final_congestion.png
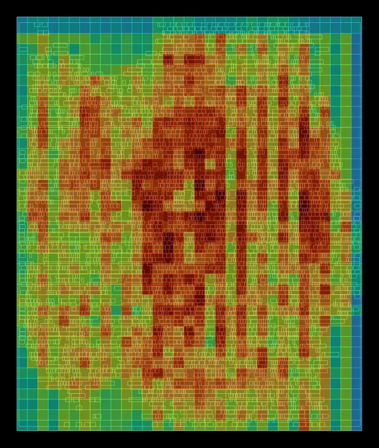
registers.png
Drawn at 1.5 px/µm. Other sequential cells in the stronger grey, the rest of the logic in the fainter grey.
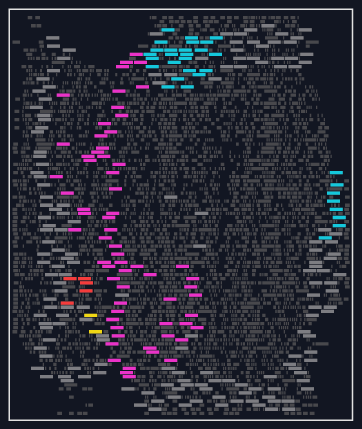
gate_families.png
Drawn at 1.5 px/µm.
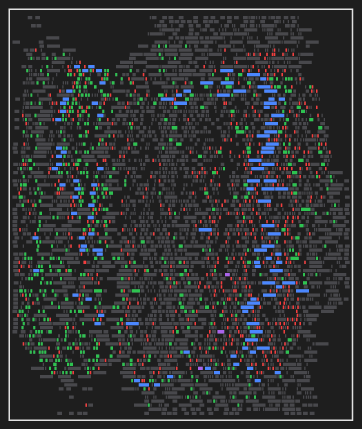
===== src/rtl/core_mul_iter_pkg.sv =====
// Shared definitions for the iterative multiplier: word widths, FSM
// state encoding and the fixed start-to-ready latency.
package core_mul_iter_pkg;

    localparam int MUL_W       = 32;
    localparam int MUL_LATENCY = MUL_W + 2;

    typedef logic [MUL_W-1:0]   word_t;
    typedef logic [2*MUL_W-1:0] dword_t;

    typedef enum logic [1:0] {
        ST_IDLE,
        ST_ITER,
        ST_FIX,
        ST_DONE
    } mul_state_e;

endpackage


===== src/rtl/core_mul_fixup.sv =====
// Final-cycle result shaping for the iterative multiplier: re-applies the
// product sign, adds the optional accumulator, masks to the requested width
// and derives the negative/zero flags from that width.
module core_mul_fixup
    import core_mul_iter_pkg::*;
#(
    parameter int W = MUL_W
) (
    input  logic [2*W-1:0] prod_i,
    input  logic           signNeg_i,
    input  logic           add_i,
    input  logic           longMul_i,
    input  logic [W-1:0]   cHi_i,
    input  logic [W-1:0]   cLo_i,
    output logic [W-1:0]   qHi_o,
    output logic [W-1:0]   qLo_o,
    output logic           n_o,
    output logic           z_o
);

    logic [2*W-1:0] res;

    // Negate, accumulate and mask in one pass; all arithmetic wraps mod 2^2W.
    always_comb begin
        res = signNeg_i ? (~prod_i + 1'b1) : prod_i;
        if (add_i) begin
            res = res + (longMul_i ? {cHi_i, cLo_i} : {{W{1'b0}}, cLo_i});
        end
        if (!longMul_i) begin
            res[2*W-1:W] = '0;
            n_o = res[W-1];
            z_o = (res[W-1:0] == '0);
        end else begin
            n_o = res[2*W-1];
            z_o = (res == '0);
        end
    end

    assign qHi_o = res[2*W-1:W];
    assign qLo_o = res[W-1:0];

endmodule


===== src/rtl/core_mul_iter.sv =====
// Iterative shift-add multiplier: one multiplier bit per cycle on operand
// magnitudes, followed by a single fix-up cycle for sign, accumulate and
// result width. Latency from accepted start to ready is fixed at W+2.
module core_mul_iter
    import core_mul_iter_pkg::*;
#(
    parameter int W = MUL_W
) (
    input  logic         clk,
    input  logic         rst_n,
    input  logic         start,
    input  logic         flush,
    input  logic [W-1:0] a,
    input  logic [W-1:0] b,
    input  logic [W-1:0] c_hi,
    input  logic [W-1:0] c_lo,
    input  logic         add,
    input  logic         long_mul,
    input  logic         signed_mul,
    output logic [W-1:0] q_hi,
    output logic [W-1:0] q_lo,
    output logic         n,
    output logic         z,
    output logic         ready
);

    localparam int CW = $clog2(W);
    localparam logic [CW-1:0] LAST_COUNT = CW'(W - 1);

    mul_state_e     state_q, state_d;
    logic [W-1:0]   mcand_q, mcand_d;
    logic [W-1:0]   mult_q, mult_d;
    logic [2*W-1:0] prod_q, prod_d;
    logic [CW-1:0]  count_q, count_d;
    logic           signNeg_q, signNeg_d;
    logic           add_q, add_d;
    logic           longMul_q, longMul_d;
    logic [W-1:0]   cHi_q, cHi_d;
    logic [W-1:0]   cLo_q, cLo_d;
    logic [W-1:0]   qHi_q, qHi_d;
    logic [W-1:0]   qLo_q, qLo_d;
    logic           n_q, n_d;
    logic           z_q, z_d;

    logic [W-1:0]   aMag, bMag;
    logic [W:0]     iterSum;
    logic [W-1:0]   fixHi, fixLo;
    logic           fixN, fixZ;

    // The most negative operand negates to 2^(W-1), which still fits unsigned.
    assign aMag = (signed_mul && a[W-1]) ? (~a + 1'b1) : a;
    assign bMag = (signed_mul && b[W-1]) ? (~b + 1'b1) : b;

    // Upper half of the partial product plus the multiplicand, keeping the carry.
    assign iterSum = {1'b0, prod_q[2*W-1:W]} + (mult_q[0] ? {1'b0, mcand_q} : '0);

    core_mul_fixup #(.W(W)) u_fixup (
        .prod_i    (prod_q),
        .signNeg_i (signNeg_q),
        .add_i     (add_q),
        .longMul_i (longMul_q),
        .cHi_i     (cHi_q),
        .cLo_i     (cLo_q),
        .qHi_o     (fixHi),
        .qLo_o     (fixLo),
        .n_o       (fixN),
        .z_o       (fixZ)
    );

    // Next-state and datapath update; flush overrides both start and state.
    always_comb begin
        state_d   = state_q;
        mcand_d   = mcand_q;
        mult_d    = mult_q;
        prod_d    = prod_q;
        count_d   = count_q;
        signNeg_d = signNeg_q;
        add_d     = add_q;
        longMul_d = longMul_q;
        cHi_d     = cHi_q;
        cLo_d     = cLo_q;
        qHi_d     = qHi_q;
        qLo_d     = qLo_q;
        n_d       = n_q;
        z_d       = z_q;

        if (flush) begin
            state_d = ST_IDLE;
        end else begin
            case (state_q)
                ST_IDLE, ST_DONE: begin
                    if (start) begin
                        mcand_d   = aMag;
                        mult_d    = bMag;
                        signNeg_d = signed_mul & (a[W-1] ^ b[W-1]);
                        add_d     = add;
                        longMul_d = long_mul;
                        cHi_d     = c_hi;
                        cLo_d     = c_lo;
                        prod_d    = '0;
                        count_d   = '0;
                        state_d   = ST_ITER;
                    end
                end
                ST_ITER: begin
                    prod_d  = {iterSum, prod_q[W-1:1]};
                    mult_d  = {prod_q[0], mult_q[W-1:1]};
                    count_d = count_q + 1'b1;
                    if (count_q == LAST_COUNT) begin
                        state_d = ST_FIX;
                    end
                end
                ST_FIX: begin
                    qHi_d   = fixHi;
                    qLo_d   = fixLo;
                    n_d     = fixN;
                    z_d     = fixZ;
                    state_d = ST_DONE;
                end
                default: state_d = ST_IDLE;
            endcase
        end
    end

    // State register.
    always_ff @(posedge clk or negedge rst_n) begin
        if (!rst_n) begin
            state_q <= ST_IDLE;
        end else begin
            state_q <= state_d;
        end
    end

    // Datapath and result registers.
    always_ff @(posedge clk or negedge rst_n) begin
        if (!rst_n) begin
            mcand_q   <= '0;
            mult_q    <= '0;
            prod_q    <= '0;
            count_q   <= '0;
            signNeg_q <= 1'b0;
            add_q     <= 1'b0;
            longMul_q <= 1'b0;
            cHi_q     <= '0;
            cLo_q     <= '0;
            qHi_q     <= '0;
            qLo_q     <= '0;
            n_q       <= 1'b0;
            z_q       <= 1'b1;
        end else begin
            mcand_q   <= mcand_d;
            mult_q    <= mult_d;
            prod_q    <= prod_d;
            count_q   <= count_d;
            signNeg_q <= signNeg_d;
            add_q     <= add_d;
            longMul_q <= longMul_d;
            cHi_q     <= cHi_d;
            cLo_q     <= cLo_d;
            qHi_q     <= qHi_d;
            qLo_q     <= qLo_d;
            n_q       <= n_d;
            z_q       <= z_d;
        end
    end

    assign ready = (state_q == ST_IDLE) || (state_q == ST_DONE);
    assign q_hi  = qHi_q;
    assign q_lo  = qLo_q;
    assign n     = n_q;
    assign z     = z_q;

endmodule

===== config.mk =====
export PLATFORM = sky130hd
export DESIGN_NAME = core_mul_iter
export DESIGN_NICKNAME = d
export VERILOG_FILES = /design/src/rtl/core_mul_iter_pkg.sv /design/src/rtl/core_mul_fixup.sv /design/src/rtl/core_mul_iter.sv
export SDC_FILE = /design/constraint.sdc
export NUM_CORES = 1
export LEC_CHECK = 0
export ABC_AREA = 1
export CAP_MARGIN = 20
export CORE_ASPECT_RATIO = 1.2
export CORE_UTILIZATION = 37
export CTS_CLUSTER_SIZE = 30
export DETAILED_ROUTE_END_ITERATION = 7
export PLACE_DENSITY = 0.61
export SYNTH_ARGS = -nofsm -noshare
export SYNTH_HDL_FRONTEND = slang
export SYNTH_SLANG_ARGS = --single-unit
export TNS_END_PERCENT = 1

===== constraint.sdc =====
create_clock -name clk -period 3.95 [get_ports clk]
set_input_delay 0.9875 -clock clk [delete_from_list [all_inputs] [get_ports clk]]
set_output_delay 0.9875 -clock clk [all_outputs]
set_load 0.01 [all_outputs]

==> results_dict.tcl <==
# metrics dict for downstream scripts
set metrics [dict create \
    fp-utilization_pct 37.7 \
    async_flop_share_pct 100 \
    postSynthAreaPerCell_um2 6.21 \
    grt_max_degree 88 \
    report.final.slew_viol_count 0 \
    topCellsByArea "dfrtp_1 30%, nand2_1 22%, inv_1 9.1%" \
    synth_chip_area_um2 22600 \
    status "finished, final reports clean" \
    drt_iter0_drc 1756 \
    clockBufferDepth 3 \
    crit_path_end_kind "flip-flop" \
    cts_buffers 31 \
    r2r_start "prod_q[4]$_DFFE_PN0P_" \
    syn_nets 3893 \
    ys_ff 268 \
    arrival_ns 4.50 \
    tool_warnings 35 \
    port_buffers 201 \
    crit_start "prod_q[4]$_DFFE_PN0P_" \
    skew_ns 0.0201 \
    place_worst_setup_slack_ns -0.375 \
    yosys.area.top_type "dfrtp_1" \
    crit_chain "nor2_4, nand2_2, nor2_4, nand4_1, buf_4, nand2_1, xor2_2, ha_4, nand2_2, inv_1, nand2_1, nand2_1, a21oi_2, nand2_2, nand3_2, nand2_2, buf_12, xor2_1, o21ai_1, nand3_1, nor3_2, buf_4, nand2_1, nand2_1" \
    worstPathRequired_ns 4.52 \
    ir_drop_v 0.000383 \
    syn_area_um2 22600 \
    top_cells_by_count "1322 x nand2_1, 546 x inv_1, 330 x nor2_1" \
    area_growth_pct 44.5 \
]
About final_congestion.png:
grt peak-use layer: met2
final core area utilization: 54.4%
GRT met3 Usage: 2.32%
GR Layer Usage met1: 34.1%

About registers.png:
Yellow is `state_q`, placed flops 2. Red is `count_q`, placed flops 5. Magenta is `prod_q`, placed flops 64. Cyan is `q_hi`, placed flops 32.

About gate_families.png:
Purple is multiplexers, cells 3, most used mux2i_1. Red is inverters, cells 553, most used inv_1, where spread over the die. Green is inverting AOI/OAI gates, cells 501, most used o21ai_0, where spread over the die. Blue is adder and majority cells, cells 111, most used ha_1, where spread over the die.

## cell usage in the layout (no fill, tap or decap), types with 26 or more instances in the layout
cell type / netlist / final
nand2_1: 1322 / 1165
inv_1: 546 / 515
buf_4: 3 / 505
dfrtp_1: 267 / 263
o21ai_0: 238 / 217
nor2_1: 330 / 216
clkdlybuf4s50_1: 0 / 200
nand3_1: 204 / 160
nand2_2: 9 / 142
a21oi_1: 149 / 112
nor2_2: 11 / 77
ha_1: 109 / 64
nor2_4: 8 / 56
xor2_1: 68 / 45
o22ai_1: 44 / 44
ha_4: 0 / 43
nand3_2: 2 / 40
xnor2_1: 37 / 37
inv_2: 5 / 35
a21oi_2: 1 / 35
clkbuf_16: 0 / 31
nand4_1: 29 / 29
nand2_4: 2 / 26
## metal layers
layer | vias up | GRT usage (%) | wire length (µm) | share of wire [%]
met4 | 0 | 11.7 | 4200 | 4.8
met5 | - | 0 | 0 | 0
li1 | 12805 | - | - | -
met2 | 678 | 48.4 | 42500 | 48
met3 | 203 | 2.32 | 3830 | 4.4
met1 | 11696 | 34.1 | 37200 | 42
## repair_timing
item,4_1_cts,5_1_grt
buffers inserted,18,36
resized,146,455
endpoints found under the setup margin,14,29
pin swaps,29,166
## area by class of cell
type | count | area (µm²)
fillers | 5991 | 27400
repair buffers | 720 | 6040
clock buffers | 40 | 850
flip-flops and latches | 268 | 6710
well taps | 800 | 1000
multi-input cells | 2730 | 15800
inverters | 553 | 2080
clock inverters | 16 | 188
## metrics by stage
stage                     total power (W)  setup TNS [ns]  instance area (µm²)  util (%)
after floorplan                    0.0121               0                22600         -
after global placement             0.0190           -1.06                28900      48.0
after detailed placement           0.0190           -1.06                28900      48.0
after CTS                          0.0227               0                30600      51.0
after global routing               0.0267          -0.500                32700      54.4
final                              0.0249               0                32700      54.4
## power by group
group / internal (W) / leakage (nW) / total (W) / switching (W)
clock: 0.00172 / 0.514 / 0.00300 / 0.00128
combinational: 0.00742 / 13.4 / 0.0174 / 0.00998
sequential: 0.00378 / 3.47 / 0.00452 / 0.000732
total: 0.0129 / 17.4 / 0.0249 / 0.0120
## kinds of logic (layout without fill, tap and decap cells)
group / count (synthesis) / in the layout / synth area share, %
simple gates: 1981 / 1981 / 35.9
buf+inv: 649 / 1329 / 10.9
compound gates: 528 / 528 / 13.0
flops: 268 / 268 / 29.6
fa+ha+maj: 111 / 111 / 6.20
xor+xnor: 107 / 107 / 4.21
mux: 3 / 3 / 0.133
## registers in the layout (all words and copies together) (netlist names)
register,count
state_q,2
cHi_q,32
q_lo,32
q_hi,32
mcand_q,32
cLo_q,32
count_q,5
prod_q,64
add_q,1
n,1
longMul_q,1
mult_q,32
z,1
signNeg_q,1
## worst max-delay path, delay by kind of cell (launching register included)
family,cells,cell delay (ns)
simple gates,15,1.82
buf+inv,4,0.52
xor+xnor,2,0.43
compound gates,2,0.41
flops,1,0.41
fa+ha+maj,1,0.28
No activity file was given, so power comes from the tool's default toggle rates.
